Figure 1. Placed cells, one colour a class.
Fill, decap, tap and diode cells in grey.
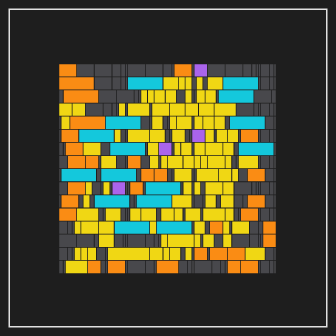
Figure 2. Port wiring.
Scale bar: 20 µm.
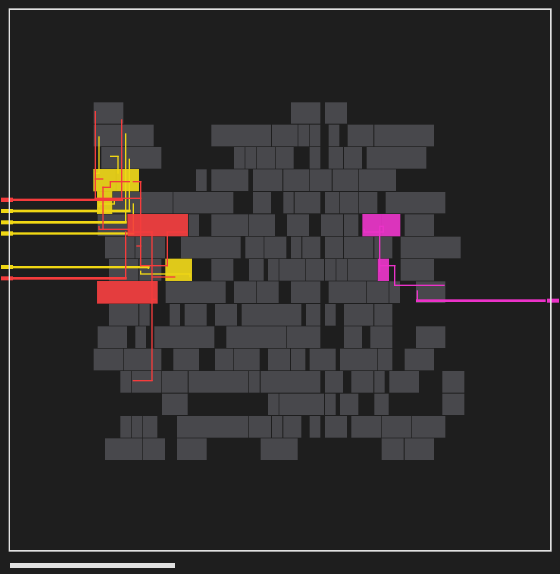
Figure 3. Placed standard cells.
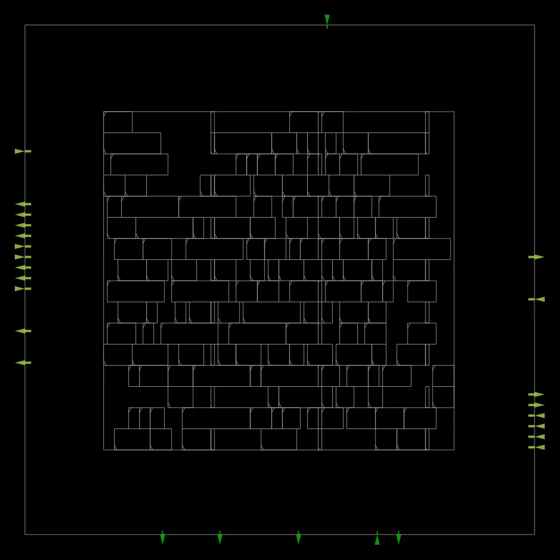
Figure 4. Cells by drive strength.
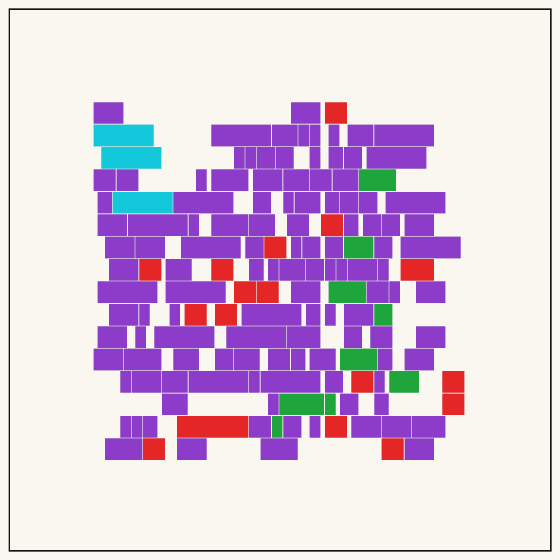
Figure 5. Wiring by layer.
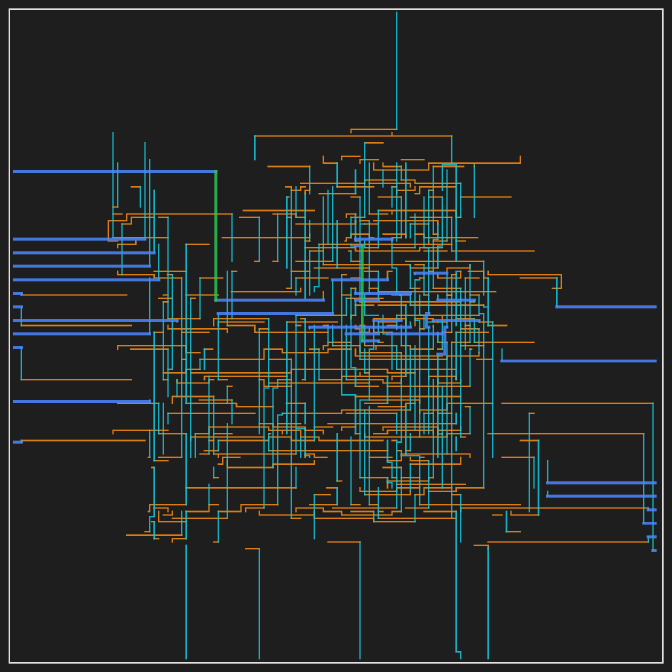
==> config.mk <==
export PLATFORM = sky130hd
export DESIGN_NAME = aclk_multi_alarm_ctrl
export DESIGN_NICKNAME = d
export VERILOG_FILES = /design/src/rtl/aclk_pkg.sv /design/src/rtl/aclk_sec_timer.sv /design/src/rtl/aclk_multi_alarm_ctrl.sv
export SDC_FILE = /design/constraint.sdc
export NUM_CORES = 1
export LEC_CHECK = 0
export CORE_MARGIN = 10
export CORE_UTILIZATION = 50
export CTS_CLUSTER_SIZE = 30
export DETAILED_ROUTE_END_ITERATION = 10
export GPL_ROUTABILITY_DRIVEN = 0
export PLACE_DENSITY_LB_ADDON = 0.12
export SETUP_SLACK_MARGIN = 0.2
export SLEW_MARGIN = 20
export SYNTH_ARGS = -nofsm -noshare
export SYNTH_HDL_FRONTEND = slang
export SYNTH_SLANG_ARGS = --single-unit
==> constraint.sdc <==
create_clock -name clock -period 2.32 [get_ports clock]
set_input_delay 0.232 -clock clock [delete_from_list [all_inputs] [get_ports clock]]
set_output_delay 0.232 -clock clock [all_outputs]
set_load 0.05 [all_outputs]
==> CHANGELOG.md <==
### Implementation results

- Register Area: 300 µm²
- Non-CTS inverters: 9
- First-pass iteration count of the detailed router: 4
- XOR Share, Synth: 4.22%
- Die area: 4300 µm²
- Root Driver: clkbuf_4
- CP required: 2.09 ns
- Total Neg Setup Slack: 0 ns
- Final #Nets: 164
- Count of buffer and inverter cells on the critical path: 2
- CTS Buf Count: 3
- Combinational group power: 182 µW
- Hold Vio Cnt, Final: 0
- Most instantiated cells after synthesis: 15 x dfxtp_1, 11 x nor2_1, 8 x nand2_1
- Max reg flops: 6
- Clock-cell share of area: 2.20%
- Htree depth: 1
- GRT Util Overall: 12.1%
- Post-DR wirelength/cell: 15.3 µm
- Power Total: 615 µW
- CTS tree: done
- Multi-input gates: 89
- Reg2Reg Depth: 6
- Highest-power group: sequential cells
- Status: complete, no violations
- DRC viols: 0
- Ant diodes: 0
-- Figure 1 (at the start) --
| class | colour | cells | share of their area |
|---|---|---|---|
| clock drivers and dummy loads | purple | 4 | 2.3% |
| registers | cyan | 15 | 23% |
| remaining buffers and delay cells | orange | 31 | 24% |
| remaining logic cells | yellow | 98 | 52% |
number of cell rows: 16
post-route cell area: 1370 µm²
fraction of area in registers: 22.0%

-- Figure 2 (at the start) --
| port | colour | bits | direction | edge | end cells | buffers | wire |
|---|---|---|---|---|---|---|---|
| `load_new_a` | yellow | 4 | output | left | 4 | 4 | 96.2 µm |
| `time_button` | magenta | 1 | input | right | 3 | 1 | 36.0 µm |
| `alarm_idx` | red | 2 | output | left | 2 | 2 | 120 µm |
Ports: 26
# port buffers: 25

-- Figure 3 (at the start) --
Core Box Area: 1960 µm²
Fill cells: 174
# Taps: 27
flop count: 15

-- Figure 4 (at the start) --
| size | colour | cells |
|---|---|---|
| x1 and smaller | purple | 119 |
| x3 and x4 | red | 17 |
| x2 | green | 9 |
| x6 and larger | cyan | 3 |
nonclk buf count: 31
worst setup margin: 0.339 ns

-- Figure 5 (at the start) --
| layer | colour | wire length |
|---|---|---|
| M1 | orange | 1220 µm |
| M4 | green | 22.4 µm |
| M3 | blue | 252 µm |
| M2 | cyan | 1180 µm |
WL final: 2670 µm
via count: 1013

[per-layer routing]
metal	routed length [µm]	GRT usage (%)	share of wire, %	up-vias
li1	-	-	-	496
met1	1220	15.2	46	463
met2	1180	18.0	44	50
met3	251	5.93	9.4	4
met4	22	2.67	0.82	0
met5	0	0	0	-
[placed cells by master, fill, tap and decap left out, types with 2 or more instances in the layout]
cell type / n
nand4b_1: 2
nor2_1: 11
clkdlybuf4s50_1: 16
a311oi_1: 3
nor3b_1: 2
o211ai_1: 2
dfxtp_1: 15
a21oi_1: 5
buf_4: 11
nor3_1: 3
nor2b_1: 2
a31oi_1: 3
a211oi_1: 2
nor3_2: 2
nor4_1: 7
inv_1: 7
nand3_1: 2
buf_12: 3
nand2_1: 8
xnor2_1: 5
mux2i_1: 3
inv_2: 2
ha_1: 4
nand2b_1: 2
clkbuf_4: 3
[per-stage QoR]
| step | std cells | instance area (µm²) | hold slack [ns] | util [%] | setup WS (ns) |
|---|---|---|---|---|---|
| after floorplan | 121 | 1040 | 0.379 | - | 0.0265 |
| after global routing | 175 | 1370 | 0.581 | 69.7 | 0.244 |
| after detailed placement | 171 | 1340 | 0.559 | 68.0 | 0.351 |
| after CTS | 175 | 1370 | 0.571 | 69.6 | 0.251 |
| after global placement | 171 | 1340 | 0.553 | 68.0 | 0.424 |
| final | 175 | 1370 | 0.571 | 69.7 | 0.339 |
[logic make-up (layout without fill, tap and decap cells)]
family / count (synthesis) / after routing
AND/OR/NAND/NOR: 50 / 50
buffers and inverters: 17 / 44
multiplexers: 4 / 4
adder cells (fa/ha/maj): 4 / 4
AND-OR/OR-AND: 26 / 26
XOR/XNOR: 5 / 5
flip-flops: 15 / 15
[worst min-delay path, cell delays in order, from the launching register on]
cell and delay, ns:
dfxtp_1 0.35, mux2i_1 0.13, nor4_1 0.06
No activity file was given, so power comes from the tool's default toggle rates.
